==> config.mk <==
export PLATFORM = sky130hd
export DESIGN_NAME = oam_dma_ctrl
export DESIGN_NICKNAME = d
export VERILOG_FILES = /design/src/rtl/oam_dma_ctrl.sv
export SDC_FILE = /design/constraint.sdc
export NUM_CORES = 1
export LEC_CHECK = 0
export CAP_MARGIN = 5
export CELL_PAD_IN_SITES_DETAIL_PLACEMENT = 0
export CELL_PAD_IN_SITES_GLOBAL_PLACEMENT = 1
export CORE_MARGIN = 1.5
export CORE_UTILIZATION = 27
export DETAILED_ROUTE_END_ITERATION = 12
export GPL_ROUTABILITY_DRIVEN = 0
export GPL_TIMING_DRIVEN = 0
export PLACE_DENSITY = 0.81
export SYNTH_ARGS = -nofsm -noshare
export SYNTH_HDL_FRONTEND = slang
export SYNTH_SLANG_ARGS = --single-unit
==> constraint.sdc <==
create_clock -name clk -period 2 [get_ports clk]
set_input_delay 0.4 -clock clk [delete_from_list [all_inputs] [get_ports clk]]
set_output_delay 0.4 -clock clk [all_outputs]
set_load 0.1 [all_outputs]
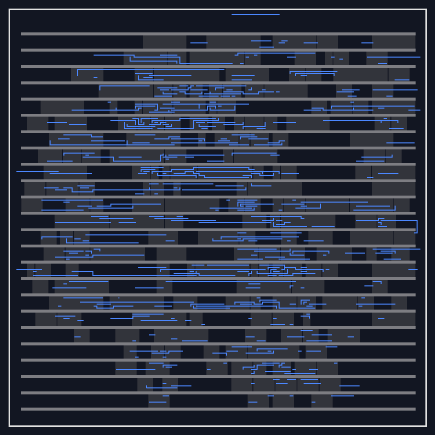
(images/met1.png)
Drawn at 6 px/µm. Supply wires on this layer in gray.
main direction: horizontal
share of all routed wire: 41%
wire length on this layer: 1480 µm
nets with wire on the layer: 202
detailed-route wire length: 3610 µm
global routing usage on met1: 0.180
total number of vias: 1159

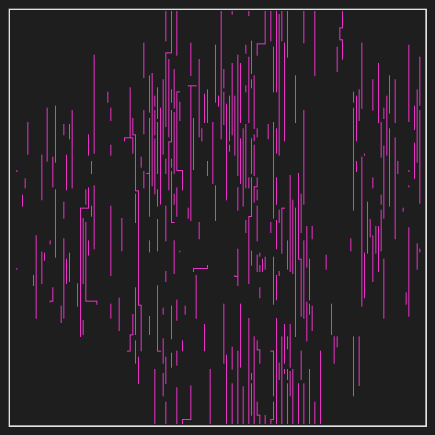
(images/met2.png)
Drawn at 6 px/µm.
nets with wire on the layer: 211
main direction: vertical
longest straight run: 24.8 µm
wire length on this layer: 1900 µm
share of all routed wire: 53%
Global Route met2 Usage: 0.268

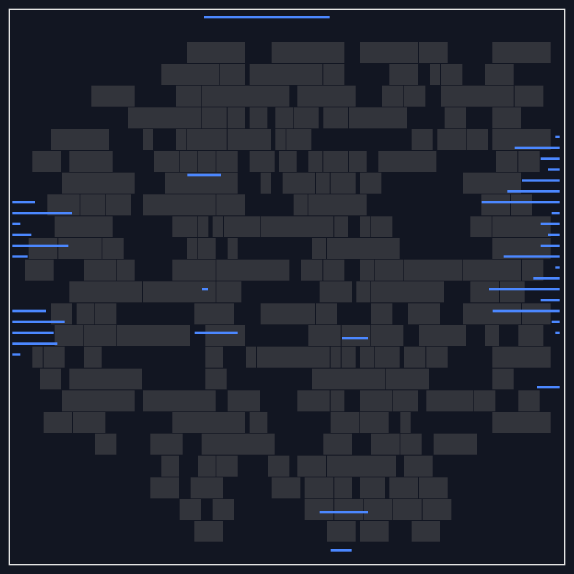
(images/met3.png)
Drawn at 8 px/µm.
wire length on this layer: 144 µm
main direction: horizontal
nets with wire on the layer: 35
share of all routed wire: 4.0%
longest straight run: 15.4 µm
GR Util met3: 0.0247

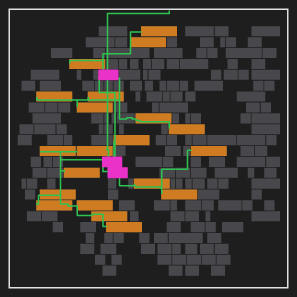
(images/clock_map.png)
Drawn at 4 px/µm.
[orange] flip-flops | count: 20
[magenta] cells driving clock nets | count: 3
[green] clock wires | length: 280 µm
routed clock nets: 4
worst clock skew: 1.51 ps
clock insertion delay at the later pin of the skew report: 260 ps
Clock net power: 0.409 mW
relative contribution of the clock network to total power: 0.159

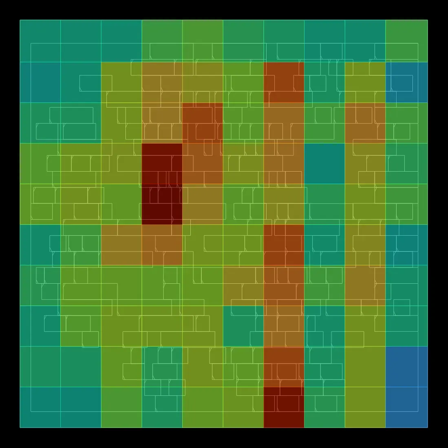
(images/final_congestion.png)
GR peak layer: met2
Total GRT Usage: 0.152
Finished Core Util: 0.584
Avg WL per Cell: 14.3 µm

==> job_summary.md <==
### Metrics collected by this job

| Metric | Value |
|---|---|
| Share of post-route cells with drive strength above 1 | `0.483` |
| Die Height | `69.2 µm` |
| Layout fillers | `351` |
| Root buffer cell | `sky130_fd_sc_hd__clkbuf_8` |
| Number of flops mapped to enable cells by yosys | `0` |
| Yosys reg bits | `20` |
| Routed met3 length | `143 µm` |
| Power density relative to cell area | `1070 nW/µm²` |
| Count of unresolved DRC violations after routing | `0` |
| Kind of end point of the critical path | `output port` |
| Top cell excl fill/tap | `sky130_fd_sc_hd__clkdlybuf4s50_1` |
| Number of cell instances after yosys synthesis | `116` |
| Unrepaired setup endpoints after global routing | `true` |
| Initial antenna violation count | `0` |
| Site Rows | `23` |
| Total I/O pin count | `68` |
| Status | `complete, no violations` |
| Highest cell delay on the worst timing path | `380 ps` |
| Cell Area, Synth | `1180 µm²` |
| Total die area | `4790 µm²` |
| Floorplan Core Area | `4120 µm²` |
| Worst setup slack after layout | `4.76 ps` |
| Max-slew violation count | `0` |
| Wire length of the first global-routing pass | `6000 µm` |
| Slowest cell on the critical path | `sky130_fd_sc_hd__dfrtp_1` |
| Met1 routed wirelength after detailed routing | `1480 µm` |
| Final total power | `2.57 mW` |
| Detailed Route Iter0 Violations | `34` |
| Synthesis warning total | `0` |
| Number of global-route vias before repair | `1250` |
| Launching element type of the critical path | `register` |
| Count of TritonRoute iterations in the first routing pass | `4` |
| Initial core utilization | `0.288` |
| Critical path cell sequence | `buf_6, nor3b_4, buf_6, buf_12, clkinvlp_4, o21ai_4, buf_12` |
| CTS HTree Levels | `1` |
| Most numerous logic cells after layout | `34 x sky130_fd_sc_hd__clkdlybuf4s50_1, 27 x sky130_fd_sc_hd__buf_4, 20 x sky130_fd_sc_hd__dfrtp_1` |
## routing by layer
metal	vias up	GRT usage
met1	553	0.180
met2	40	0.268
met4	0	0.0697
li1	560	-
met5	-	0
met3	6	0.0247
## metrics by stage
stage / cell area (µm²) / setup TNS (ps) / cells
finish: 2400 / 0 / 253
detailed placement: 1980 / -28690 / 232
global placement: 1980 / -27900 / 232
floorplan: 1270 / -926 / 117
CTS: 2290 / -91.5 / 245
global route: 2400 / -418 / 253
## cells in the mapped netlist, drive strengths merged (2+ instances only)
| cell | n | share of area |
|---|---|---|
| nand3 | 4 | 0.021 |
| inv | 2 | 0.0063 |
| nor4b | 3 | 0.035 |
| clkbuf | 2 | 0.0074 |
| buf | 8 | 0.054 |
| and2 | 24 | 0.13 |
| nand4 | 4 | 0.021 |
| xor2 | 5 | 0.037 |
| o21ai | 7 | 0.030 |
| nand2 | 3 | 0.0095 |
| mux2 | 9 | 0.092 |
| nor2 | 11 | 0.041 |
| xnor2 | 3 | 0.022 |
| dfrtp | 20 | 0.42 |
## power by group
part	leakage (nW)	switching, mW	internal [mW]
combinational	0.787	0.988	0.642
sequential	0.267	0.0672	0.461
clock	0.0357	0.141	0.267
## what timing repair did
action | CTS | global route
hold buffers | 0 | 0
buffers inserted | 7 | 8
cloned | 2 | 1
endpoints found under the setup margin | 31 | 25
gates resized | 240 | 16
pin swaps | 4 | 3
## logic make-up after synthesis
logic type	count (synthesis)	share of synthesized area
compound gates	9	0.0401
xor+xnor	8	0.0591
fa+ha+maj	1	0.0106
buf+inv	12	0.0676
flops	20	0.422
mux	10	0.100
other cells	1	0.00316
simple gates	55	0.297
## worst max-delay path: cells and delay by family, from the launching register on
family / cells / cell delay, ps
AND-OR/OR-AND: 1 / 70
AND/OR/NAND/NOR: 1 / 210
flip-flops: 1 / 380
buffers and inverters: 5 / 670
## final cells by class
class                           instances  area, µm²  share of cell area
Timing Repair Buffer                   82        956               0.398
Multi-Input combinational cell         86        693               0.288
Sequential cell                        20        500               0.208
Buffer                                  9        110              0.0458
Tap cell                               50       62.6              0.0260
Clock buffer                            3       41.3              0.0172
Clock inverter                          1       30.0              0.0125
Inverter                                2       11.3             0.00468
Power is estimated from default activity; no workload was simulated.
